File: config.mk
export PLATFORM = sky130hd
export DESIGN_NAME = wave_capture_ctrl
export DESIGN_NICKNAME = d
export VERILOG_FILES = /design/src/rtl/wave_capture_ctrl.sv
export SDC_FILE = /design/constraint.sdc
export NUM_CORES = 1
export LEC_CHECK = 0
export ABC_AREA = 1
export CORE_ASPECT_RATIO = 0.5
export CORE_MARGIN = 1
export CORE_UTILIZATION = 58
export CTS_CLUSTER_DIAMETER = 60
export DETAILED_ROUTE_END_ITERATION = 7
export GPL_ROUTABILITY_DRIVEN = 1
export PLACE_DENSITY_LB_ADDON = 0.08
export SETUP_SLACK_MARGIN = 0.1
export SYNTH_ARGS = -nofsm -noshare
export SYNTH_HDL_FRONTEND = slang
export SYNTH_SLANG_ARGS = --single-unit
File: constraint.sdc
create_clock -name clk -period 2.94 [get_ports clk]
set_input_delay 0.588 -clock clk [delete_from_list [all_inputs] [get_ports clk]]
set_output_delay 0.588 -clock clk [all_outputs]
set_load 0.03 [all_outputs]
File: src/rtl/wave_capture_ctrl.sv
// Capture controller for the oscilloscope wave display: rising-crossing trigger (with timeout) into the hidden RAM half, swapped at frame start.
// Latency: every RAM write is registered and appears 1 cycle after its qualifying sample_valid strobe.
// Backpressure: none; samples arriving in WAIT_FRAME are dropped. Optional macro WAVE_CAP_DECIMATE_EN stores every 2^DECIM_LOG2-th strobe.
//
// Ports:
//   clk, reset_n (synchronous, active-low)
//   sample_valid, sample[7:0] (signed), frame_start   -- inputs
//   wr_en, wr_addr[8:0] = {half, index}, wr_data[7:0] (offset binary)
//   read_index, capturing, forced                      -- status outputs
module wave_capture_ctrl #(
    parameter int                 SAMPLES    = 256,
    parameter logic signed [7:0]  TRIG_LEVEL = 8'sd0,
    parameter int                 TIMEOUT    = 4096,
    parameter int                 DECIM_LOG2 = 1
) (
    input  logic       clk,
    input  logic       reset_n,
    input  logic       sample_valid,
    input  logic [7:0] sample,
    input  logic       frame_start,
    output logic       wr_en,
    output logic [8:0] wr_addr,
    output logic [7:0] wr_data,
    output logic       read_index,
    output logic       capturing,
    output logic       forced
);
    localparam int TW = $clog2(TIMEOUT + 1);

    typedef enum logic [1:0] {
        ST_ARM,
        ST_WAIT_TRIG,
        ST_CAPTURE,
        ST_WAIT_FRAME
    } state_t;

    state_t        state, state_nxt;
    logic [TW-1:0] tmo_cnt, tmo_cnt_nxt;
    logic [7:0]    index, index_nxt;
    logic          forced_pending, forced_pending_nxt;
    logic          read_index_nxt, forced_nxt;
    logic          wr_en_nxt;
    logic [8:0]    wr_addr_nxt;
    logic [7:0]    wr_data_nxt;
    logic          is_low, tmo_hit, trig_hit, decim_store;
    logic [7:0]    enc_sample;

    assign is_low     = $signed(sample) < TRIG_LEVEL;
    // The strobe that brings the count to TIMEOUT is the one seen while the count is TIMEOUT-1.
    assign tmo_hit    = (tmo_cnt == TW'(TIMEOUT - 1));
    assign trig_hit   = (state == ST_WAIT_TRIG) && !is_low;
    assign enc_sample = {~sample[7], sample[6:0]};

`ifdef WAVE_CAP_DECIMATE_EN
    localparam int DW = (DECIM_LOG2 > 0) ? DECIM_LOG2 : 1;
    logic [DW-1:0] decim_cnt;
    logic          decim_step, decim_clr;

    // The trigger sample is stored at index 0 outside this counter; the counter then
    // skips 2^DECIM_LOG2-1 strobes before each further store.
    assign decim_step  = (state == ST_CAPTURE) && sample_valid;
    assign decim_clr   = (state != ST_CAPTURE) && (state_nxt == ST_CAPTURE);
    assign decim_store = (decim_cnt == DW'((1 << DECIM_LOG2) - 1));

    always_ff @(posedge clk) begin
        if (!reset_n || decim_clr) begin
            decim_cnt <= '0;
        end else if (decim_step) begin
            decim_cnt <= decim_store ? '0 : decim_cnt + 1'b1;
        end
    end
`else
    assign decim_store = 1'b1;
`endif

    always_comb begin
        state_nxt          = state;
        tmo_cnt_nxt        = tmo_cnt;
        index_nxt          = index;
        forced_pending_nxt = forced_pending;
        read_index_nxt     = read_index;
        forced_nxt         = forced;
        wr_en_nxt          = 1'b0;
        wr_addr_nxt        = wr_addr;
        wr_data_nxt        = wr_data;

        case (state)
            ST_ARM, ST_WAIT_TRIG: begin
                if (sample_valid) begin
                    if (tmo_cnt != TW'(TIMEOUT)) begin
                        tmo_cnt_nxt = tmo_cnt + 1'b1;
                    end
                    if (trig_hit || tmo_hit) begin
                        // A real trigger wins over a simultaneous timeout.
                        state_nxt          = ST_CAPTURE;
                        forced_pending_nxt = !trig_hit;
                        wr_en_nxt          = 1'b1;
                        wr_addr_nxt        = {~read_index, 8'd0};
                        wr_data_nxt        = enc_sample;
                        index_nxt          = 8'd1;
                    end else if ((state == ST_ARM) && is_low) begin
                        state_nxt = ST_WAIT_TRIG;
                    end
                end
            end
            ST_CAPTURE: begin
                if (sample_valid && decim_store) begin
                    wr_en_nxt   = 1'b1;
                    wr_addr_nxt = {~read_index, index};
                    wr_data_nxt = enc_sample;
                    index_nxt   = index + 1'b1;
                    if (index == 8'(SAMPLES - 1)) begin
                        state_nxt = ST_WAIT_FRAME;
                    end
                end
            end
            ST_WAIT_FRAME: begin
                // wr_en high here means the final write is still being presented; a frame
                // start in that cycle is treated as coincident with the write and ignored.
                if (frame_start && !wr_en) begin
                    read_index_nxt = ~read_index;
                    forced_nxt     = forced_pending;
                    tmo_cnt_nxt    = '0;
                    state_nxt      = ST_ARM;
                end
            end
            default: state_nxt = ST_ARM;
        endcase
    end

    always_ff @(posedge clk) begin
        if (!reset_n) begin
            state          <= ST_ARM;
            tmo_cnt        <= '0;
            index          <= '0;
            forced_pending <= 1'b0;
            read_index     <= 1'b0;
            forced         <= 1'b0;
            wr_en          <= 1'b0;
            wr_addr        <= '0;
            wr_data        <= '0;
            capturing      <= 1'b0;
        end else begin
            state          <= state_nxt;
            tmo_cnt        <= tmo_cnt_nxt;
            index          <= index_nxt;
            forced_pending <= forced_pending_nxt;
            read_index     <= read_index_nxt;
            forced         <= forced_nxt;
            wr_en          <= wr_en_nxt;
            wr_addr        <= wr_addr_nxt;
            wr_data        <= wr_data_nxt;
            capturing      <= (state_nxt == ST_CAPTURE);
        end
    end
endmodule

### Logic cells by family, run 1

Drawn at 4 px/um.
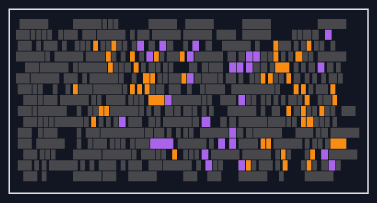
Key: NOR gates = orange [cells 46, most used nor2_1]; inverting AOI/OAI gates = purple [cells 26, most used a21oi_1]

### PDN straps and rails, run 1

Drawn at 6 px/um. Pins as bars on the die edge.
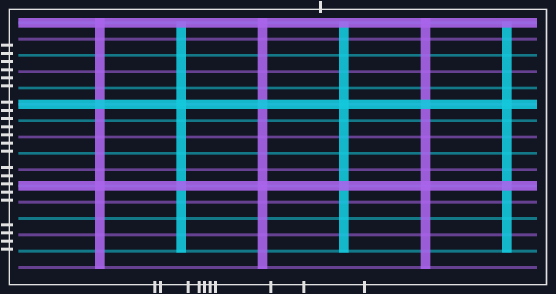
Key: VDD = cyan; VSS = purple
6 straps on met4. 16 met1 rails follow the rows. 3 straps on met5. The core has 15 rows. 33 signal pins sit on the boundary.

==> results_slide.txt, run 1 <==
Physical Implementation Snapshot

Outcome
  • Status: completed

Global routing
  • Vias in the first global route: 1880
  • Pin count of the biggest net entering global routing: 19
  • Initial antenna violation count: 0
  • GR met2 Demand/Resource: a little under half
  • M1 GR Usage: 31.9%
  • GRT Util Overall: a little over a quarter

Clock tree
  • Hold Buf Count CTS: 0
  • Root Buffer Master: clkbuf_8
  • Clk slew on worst S/H paths: ~0.090 ns
  • Cts repair resizes: 0

Final timing
  • Final setup violation count: 0
  • Max-slew violation count: 0
  • Achievable Freq: approximately 490 MHz
  • Min Tclk post-route: 2.04 ns
  • Worst hold margin: approximately 0.46 ns

Worst hold path
  • Min-Delay Path Class: register to register
  • Worst hold start: wr_data[4]

Logic synthesis
  • Area leader share: about two fifths
  • Unique cell type count in the Yosys netlist: 26
  • Post-synth seq share: 40.8%
  • Post-Syn Nets: around 350
  • Most frequent cells after synthesis: 124 x nand2_1, 45 x dfxtp_1, 40 x nor2_1
  • EDFF count, synth: 0
  • Area contributors post-synth: dfxtp_1 41%, nand2_1 21%, nor2_1 6.8%

Placed design
  • I/O Buffers: 32
  • HPWL Detailed: around 3600 um

Route
  • Detailed Routing Iterations Pass 1: 4
  • Max Used Layer: met4
  • Routed wire per std cell: roughly 12 um
  • WL final: 5030 um
  • Initial DRC Count: 118
  • DRT antenna net count: 0
  • Routed met2 length: 2370 um

Power
  • Gate power share: between 7 and 8%
  • Pwr dens: between 400 and 500 mW/mm^2
  • Power Combinational: 98.1 uW
  • Pwr Total: roughly 1.3 mW
  • Clock power share: between 40% and 50%
  • Switching pwr: ~280 uW
  • Clk. pwr: ~550 uW
  • Worst IR Drop VDD: between 0.3 and 0.4 mV
  • LEAKAGE: between 1 and 1.5 nW

Worst setup path
  • Critical Path, Cell by Cell: clkdlybuf4s50_1 -> nand2_1 -> inv_2 -> nand2_2 -> nand2_1 -> nand2_1 -> nor2_1 -> nor2_1
  • Most used cell, CP: nand2_1
  • Crit path required time: 3.14 ns
  • Worst Reg-to-Reg Cells: 9
  • Delay-heaviest family, CP: simple AND/OR/NAND/NOR gates
  • Slowest cell on crit path: clkdlybuf4s50_1
  • Buf/Inv on CP: 2

Floorplanning
  • FP Rows: 15
  • Initial Utilization: 62.6%

Finish
  • Layout Nets: 384
  • Proportion of layout cells with a drive suffix above 1: ~7.3%
### Wiring by layer, run 1

Drawn at 6 px/um.
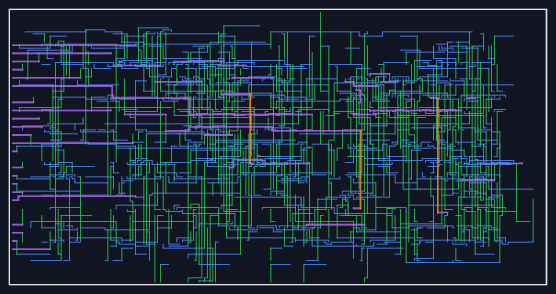
Key: met2 = green [wire length 2370 um]; met4 = orange [wire length 43.5 um]; met3 = purple [wire length 360 um]; met1 = blue [wire length 2260 um]

### Clock wires, drivers and flops, run 1

Drawn at 4 px/um.
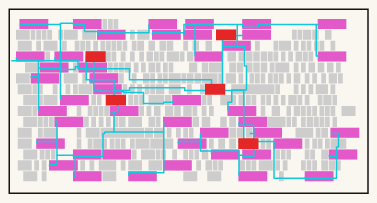
Key: cells driving clock nets = red [count 5]; flip-flops = magenta [count 45]; clock wires = cyan [length 548 um]
There are 6 routed clock nets. Position of the flops: widely spread.

==> run 1: how the worst max path moves through the flow <==
stage,from,depth (start not counted),end
floorplan,tmo_cnt[0],11,wr_addr[4]
global placement,sample_valid,8,tmo_cnt[8]
detailed placement,sample_valid,8,tmo_cnt[3]
CTS,tmo_cnt[0],9,wr_addr[6]
global route,sample_valid,9,tmo_cnt[3]
finish,sample_valid,8,tmo_cnt[3]
==> run 1: cells in the final DEF (no fill, tap or decap) <==
cell type,n
buf_4,2
nor3_1,3
clkdlybuf4s50_1,32
dfxtp_1,45
inv_2,4
nand2_1,124
clkinv_1,1
bufinv_16,2
nand4_1,5
clkinv_2,1
ha_1,3
inv_1,34
a21oi_4,1
o22a_1,1
nor2_1,40
nand2_4,2
nor2_4,2
o22ai_1,1
nand3_1,25
xor2_1,5
nand3_2,1
o21ai_0,3
clkbuf_8,5
a21oi_1,21
nand2_2,6
nor3_2,1
==> run 1: area by class of cell <==
cell class                      instances  area, um^2  share of cell area (%)
Clock buffer                            5        68.8                    2.55
Tap cell                               51        63.8                    2.36
Inverter                               39         146                    5.42
Sequential cell                        45         901                    33.3
Multi-Input combinational cell        244        1120                    41.5
Clock inverter                          3        65.1                    2.41
Timing Repair Buffer                   34         335                    12.4
==> run 1: per-stage QoR <==
stage          cells  cell area [um^2]  worst slack, ns
6_report         421              2700            0.901
4_1_cts          421              2700            0.903
3_5_place_dp     413              2570            0.642
5_1_grt          421              2700            0.711
3_3_place_gp     413              2570            0.711
2_1_floorplan    335              2210             1.30
==> run 1: cells by family after synthesis <==
| logic type | after synthesis | synth area share (%) |
|---|---|---|
| simple gates | 209 | 40.3 |
| buf+inv | 46 | 8.44 |
| xor+xnor | 5 | 1.98 |
| flops | 45 | 40.8 |
| compound gates | 27 | 6.85 |
| fa+ha+maj | 3 | 1.70 |
==> run 2, diff against run 1 <==
- CORE_UTILIZATION: 58 -> 48
- clock period: 2.94 -> 1.8 ns (I/O delays scaled with it)
### Wiring by layer, run 2

Drawn at 6 px/um.
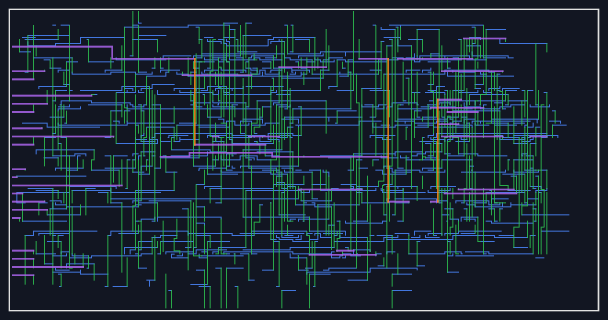
Key: met4 = orange [wire length 55.1 um]; met2 = green [wire length 2320 um]; met1 = blue [wire length 2330 um]; met3 = purple [wire length 340 um]

==> run 2 against run 1 <==
Compared with the run above: total power grew 49%; wire length is essentially flat; critical path depth shrank 7; via count grew 2.3%; clock-buffer cell count grew 2; first-iteration DRC count shrank 34%; global-route usage shrank 4.6 points; setup slack lost 0.77 ns.
==> results_slide.txt, run 2 <==
Physical Implementation Snapshot

Floorplanning
  • Initial Utilization: 50.2% (was 62.6%)
  • Chip width: 98.0 um (was 89.3 um)
  • FP Rows: 17 (was 15)
  • I/O pins: 33 (unchanged)
  • DIE AREA: 0.00490 mm^2 (was 0.00408 mm^2)

Worst setup path
  • Buf/Inv on CP: 1 (was 2)
  • Worst Reg-to-Reg Cells: 10 (was 9)
  • Worst setup EP type: output pin (was register)
  • Critical Path, Cell by Cell: clkdlybuf4s50_1 (was clkdlybuf4s50_1 -> nand2_1 -> inv_2 -> nand2_2 -> nand2_1 -> nand2_1 -> nor2_1 -> nor2_1)
  • Worst Path Arrival: 1.31 ns (was 2.24 ns)
  • Crit path required time: 1.44 ns (was 3.14 ns)
  • Startpoint types: register (was input port)
  • Worst reg2reg endpoint: index[3] (was wr_addr[6])
  • Peak per-stage delay on the critical path: 0.67 ns (was 0.60 ns)
  • Delay-heaviest family, CP: buffers and inverters (was simple AND/OR/NAND/NOR gates)
  • Slowest cell on crit path: clkdlybuf4s50_1 (unchanged)

Finish
  • Most frequent cells in the layout: 123 x nand2_1, 44 x dfxtp_1, 40 x nor2_1 (was 124 x nand2_1, 45 x dfxtp_1, 40 x nor2_1)
  • Layout Nets: 400 (was 384)
  • Top flop regs: tmo_cnt: 13 flops, wr_addr: 9 flops (unchanged)
  • Most instantiated logic cell after routing: nand2_1 (unchanged)
  • Post-route cell area: 0.00287 mm^2 (was 0.00270 mm^2)
  • Post-Layout Cell Count: 443 (was 421)
  • Ant diodes: 0 (unchanged)
  • Proportion of layout cells with a drive suffix above 1: 12.2% (was 7.30%)

Final timing
  • Worst hold margin: 0.452 ns (was 0.460 ns)
  • Final setup violation count: 0 (unchanged)
  • Final worst slack: 0.130 ns (was 0.901 ns)
  • Achievable Freq: 599 MHz
  • Slew HR: 78.0% (was 67.7%)
  • Layout Skew: 0.00311 ns (was 0.0126 ns)
  • Max-slew violation count: 0 (unchanged)
  • Min Tclk post-route: 1.67 ns

Route
  • WL final: 5040 um (was 5030 um)
  • Vias: 2167 (was 2119)
  • Routed wire per std cell: 11.4 um (was 12.0 um)
  • DRT antenna net count: 0 (unchanged)
  • Initial DRC Count: 78 (was 118)
  • Detailed Routing Iterations Pass 1: 4 (unchanged)

Logic synthesis
  • Unique cell type count in the Yosys netlist: 26 (unchanged)
  • Area leader share: 40.8% (unchanged)
  • Area contributors post-synth: dfxtp_1 41%, nand2_1 21%, nor2_1 6.8% (unchanged)
  • Yosys reg bits: 45 (unchanged)
  • Post-Syn Nets: 350 (unchanged)
  • Yosys synthesis chip area: 0.00221 mm^2 (unchanged)
  • Commonest flop: dfxtp_1 (unchanged)
  • Cells after Synth: 335 (unchanged)
  • Most frequent cells after synthesis: 124 x nand2_1, 45 x dfxtp_1, 40 x nor2_1 (unchanged)
  • EDFF count, synth: 0 (unchanged)
  • Mapped Area: 0.00221 mm^2 (unchanged)
  • Post-synth seq share: 40.8% (unchanged)
  • # Cells Yosys: 335 (unchanged)

Power
  • LEAKAGE: 1.40 nW (was 1.12 nW)
  • Worst IR Drop VDD: 0.451 mV (was 0.366 mV)
  • Pwr Total: 1.90 mW (was 1.28 mW)
  • Pwr dens: 662 mW/mm^2 (was 473 mW/mm^2)

Outcome
  • Status: completed (unchanged)

Placed design
  • I/O Buffers: 32 (unchanged)
  • Dpl cell area: 0.00271 mm^2 (was 0.00257 mm^2)
  • Dpl cells: 434 (was 413)
  • HPWL Detailed: 3800 um (was 3590 um)
  • Worst slack, placed: 0.0198 ns (was 0.642 ns)

Global routing
  • First-pass GRT wire length: 8490 um (was 8040 um)
  • Pin count of the biggest net entering global routing: 19 (unchanged)
  • GRT Util Overall: 22.1% (was 26.7%)
  • Initial antenna violation count: 0 (unchanged)
  • Vias in the first global route: 1875 (was 1880)

Clock tree
  • Hold Buf Count CTS: 0 (unchanged)
  • CTS H-tree depth: 2 (unchanged)
  • Root Buffer Master: clkbuf_8 (unchanged)
  • Clk slew on worst S/H paths: 0.08 ns (was 0.09 ns)

Run
  • Max Cap Viol: 0 (unchanged)
  • Total tool warning count: 27 (unchanged)

Worst hold path
  • Worst hold start: wr_data[1] (was wr_data[4])
  • Min-Delay Path Class: register to register (unchanged)
run 2: worst min-delay path: cells and delay by family, from the launching register on:
family	cells	cell delay (ns)
flops	1	0.31
simple gates	2	0.10
run 2: worst max-delay path by stage:
stage | startpoint | end | cells after the start
final | wr_data[6] | wr_data[6] | 1
after global routing | wr_data[3] | wr_data[3] | 1
after CTS | read_index | read_index | 1
after detailed placement | frame_start | tmo_cnt[5] | 9
after global placement | frame_start | tmo_cnt[11] | 9
after floorplan | tmo_cnt[0] | wr_addr[4] | 11
run 2: cells by family (layout without fill, tap and decap cells):
logic type	Yosys count	in the layout	synth area share (%)
compound gates	27	27	6.85
xor+xnor	5	5	1.98
fa+ha+maj	3	3	1.70
buf+inv	46	97	8.44
flops	45	45	40.8
simple gates	209	209	40.3
run 2: per-layer routing:
| layer | GRT usage (%) | vias up | part of all wire, % |
|---|---|---|---|
| li1 | - | 1140 | - |
| met1 | 28.9 | 956 | 46 |
| met2 | 34.7 | 64 | 46 |
| met3 | 7.38 | 7 | 6.7 |
| met4 | 6.57 | 0 | 1.1 |
| met5 | 0 | - | 0 |
run 2: where the power goes:
part	internal [mW]	switching (mW)
sequential	1.01	0.0131
combinational	0.0845	0.105
clock	0.347	0.340
total	1.44	0.458
run 2: cell type report:
cell class                      instances  area, um^2
Tap cell                               57        71.3
Clock inverter                          1        5.00
Fill cell                             418        1530
Multi-Input combinational cell        244        1140
Inverter                               39         146
Clock buffer                            7        96.3
Timing Repair Buffer                   50         509
Sequential cell                        45         905
run 2: timing repair:
action | 4_1_cts | 5_1_grt
pin swaps | 0 | 1
gates resized | 2 | 18
setup buffers | 0 | 1
setup endpoints to repair | 2 | 40
### PDN straps and rails, run 2

Drawn at 4 px/um. Pins as bars on the die edge.
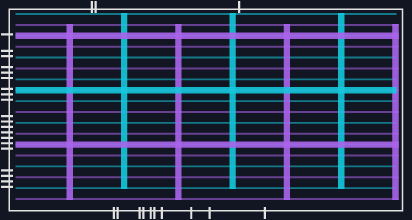

==> run 3, diff against run 2 <==
- CORE_UTILIZATION: 48 -> 50
- CTS_BUF_LIST: not set -> sky130_fd_sc_hd__clkbuf_4 sky130_fd_sc_hd__clkbuf_8
### PDN straps and rails, run 3

Drawn at 4 px/um. Pins as bars on the die edge.
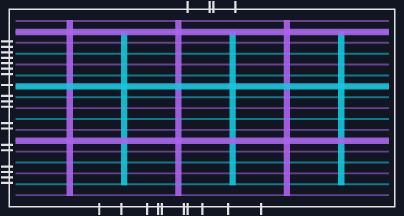
Key: VSS = purple; VDD = cyan
17 met1 rails follow the rows. 6 straps on met4. 3 straps on met5. The core has 16 rows.

==> run 3 against run 2 <==
Compared with the run above: non-clock buffer count increased by 1; synthesized cell count unchanged; area after synthesis unchanged; sequential share of layout area decreased by 0.17 points; hold slack improved by 0.0033 ns; first-iteration DRC count increased by 7.7%; setup slack improved by 0.023 ns; cell count decreased by 0.45%; sequential cell count unchanged; design area increased by 0.96%; critical path type unchanged; largest power group unchanged.
==> results_slide.txt, run 3 <==
Physical Implementation Snapshot

Finish
  • Ant diodes: 0 (unchanged)
  • Most flops, register: tmo_cnt (unchanged)
  • Most frequent cells in the layout: 123 x nand2_1, 41 x dfxtp_1, 40 x nor2_1 (was 123 x nand2_1, 44 x dfxtp_1, 40 x nor2_1)
  • Post-route cell area: 0.00290 mm^2 (was 0.00287 mm^2)
  • Most instantiated logic cell after routing: nand2_1 (unchanged)
  • Top flop regs: tmo_cnt: 13 flops, wr_addr: 9 flops (unchanged)
  • Post-Layout Cell Count: 441 (was 443)
  • Proportion of layout cells with a drive suffix above 1: 12.9% (was 12.2%)
  • Layout Nets: 401 (was 400)
  • Utilization after layout: 71.3% (was 65.2%)

Worst setup path
  • Crit path required time: 1.44 ns (about the same)
  • Peak per-stage delay on the critical path: 0.66 ns (was 0.67 ns)
  • Buf/Inv on CP: 1 (unchanged)
  • Slowest cell on crit path: clkdlybuf4s50_1 (unchanged)
  • Critical Path, Cell by Cell: clkdlybuf4s50_1 (unchanged)
  • Delay-heaviest family, CP: buffers and inverters (unchanged)
  • Worst Path Arrival: 1.29 ns (was 1.31 ns)

Run
  • Max Cap Viol: 0 (unchanged)
  • Total tool warning count: 27 (unchanged)

Logic synthesis
  • EDFF count, synth: 0 (unchanged)
  • # Cells Yosys: 335 (unchanged)
  • Area contributors post-synth: dfxtp_1 41%, nand2_1 21%, nor2_1 6.8% (unchanged)
  • Post-synth seq share: 40.8% (unchanged)
  • Area leader share: 40.8% (unchanged)
  • Most frequent cells after synthesis: 124 x nand2_1, 45 x dfxtp_1, 40 x nor2_1 (unchanged)
  • Mapped Area: 0.00221 mm^2 (unchanged)
  • Unique cell type count in the Yosys netlist: 26 (unchanged)
  • Cells after Synth: 335 (unchanged)
  • Yosys reg bits: 45 (unchanged)
  • Post-Syn Nets: 350 (unchanged)
  • Synth area leader: dfxtp_1 (unchanged)

Route
  • Routed wire per std cell: 12.0 um (was 11.4 um)
  • Vias: 2209 (was 2167)
  • DRT antenna net count: 0 (unchanged)
  • WL final: 5290 um (was 5040 um)
  • Initial DRC Count: 84 (was 78)
  • Detailed Routing Iterations Pass 1: 4 (unchanged)

Final timing
  • Max-slew violation count: 0 (unchanged)
  • Unrepaired setup endpoints after global routing: false (unchanged)
  • Worst hold margin: 0.456 ns (was 0.452 ns)
  • Slew HR: 77.9% (was 78.0%)
  • Min Tclk post-route: 1.65 ns (was 1.67 ns)
  • Layout Skew: 0.0111 ns (was 0.00311 ns)
  • Achievable Freq: 607 MHz (was 599 MHz)
  • Final worst slack: 0.153 ns (was 0.130 ns)

Clock tree
  • Hold Buf Count CTS: 0 (unchanged)
  • Post-CTS setup buffers: 0 (unchanged)
  • Root Buffer Master: clkbuf_8 (unchanged)
  • Clock Sinks: 45 (unchanged)
  • CTS H-tree depth: 2 (unchanged)
  • Clk slew on worst S/H paths: 0.09 ns (was 0.08 ns)

Worst hold path
  • Min-Delay Path Class: register to register (unchanged)

Global routing
  • Pin count of the biggest net entering global routing: 18 (was 19)
  • GRT Util Overall: 23.7% (was 22.1%)
  • Initial antenna violation count: 0 (unchanged)
  • First-pass GRT wire length: 8650 um (was 8490 um)
  • Vias in the first global route: 1995 (was 1875)

Power
  • Pwr Total: 1.87 mW (was 1.90 mW)
  • Pwr dens: 647 mW/mm^2 (was 662 mW/mm^2)
  • Worst IR Drop VDD: 0.384 mV (was 0.451 mV)
  • LEAKAGE: 1.51 nW (was 1.40 nW)

Placed design
  • HPWL Detailed: 3800 um (about the same)
  • Worst slack, placed: -0.0469 ns (was 0.0198 ns)
  • Dpl cells: 430 (was 434)
  • I/O Buffers: 32 (unchanged)

Outcome
  • Status: completed (unchanged)

Floorplanning
  • Chip width: 96.0 um (was 98.0 um)
  • FP Rows: 16 (was 17)
  • Initial Utilization: 54.4% (was 50.2%)
  • I/O pins: 33 (unchanged)
  • DIE AREA: 0.00471 mm^2 (was 0.00490 mm^2)
  • Die height: 49.0 um (was 50.0 um)
[run 3: cell types whose count changed in the layout (fill, tap and decap cells not counted), sizes merged]
cell / change
clkdlybuf4s50: -7
dlymetal6s2s: +5
clkinv: +2
dlygate4sd2: +2
clkbuf: -1
[run 3: final cells by class]
class | instances | area, um^2
timing repair buffer | 51 | 541
inverter | 39 | 146
multi-input combinational | 244 | 1140
tap | 54 | 67.6
clock buffer | 5 | 68.8
fill | 342 | 1160
clock inverter | 3 | 22.5
sequential | 45 | 908
[run 3: path summary, 6_finish.rpt]
check / startpoint / cells after the start / end / slack, ns
worst min-delay path: wr_data[1] / 2 / wr_data[1] / 0.46
worst max register to register: tmo_cnt[1] / 10 / wr_data[2] / 0.19
worst min register to register: wr_data[1] / 2 / wr_data[1] / 0.46
worst max-delay path: capturing / 1 / capturing / 0.15
[run 3: where the power goes]
part	total, mW	internal (mW)	switching, mW
Combinational	0.192	0.0861	0.106
Clock	0.655	0.276	0.379
Sequential	1.03	1.01	0.0155
Total	1.87	1.37	0.500
[run 3: kinds of logic (layout without fill, tap and decap cells)]
kind of cell | Yosys count | in the layout | synth area share (%)
fa+ha+maj | 3 | 3 | 1.70
buf+inv | 46 | 98 | 8.44
xor+xnor | 5 | 5 | 1.98
simple gates | 209 | 209 | 40.3
compound gates | 27 | 27 | 6.85
flops | 45 | 45 | 40.8
[run 3: metal layers]
layer | vias to the layer above | part of all wire, % | wire length, um | GRT usage, %
li1 | 1141 | - | - | -
met1 | 999 | 46 | 2430 | 30.5
met2 | 60 | 48 | 2550 | 39.1
met3 | 9 | 4.6 | 245 | 5.61
met4 | 0 | 1.3 | 70 | 7.46
met5 | - | 0 | 0 | 0
No activity file was given, so power comes from the tool's default toggle rates.
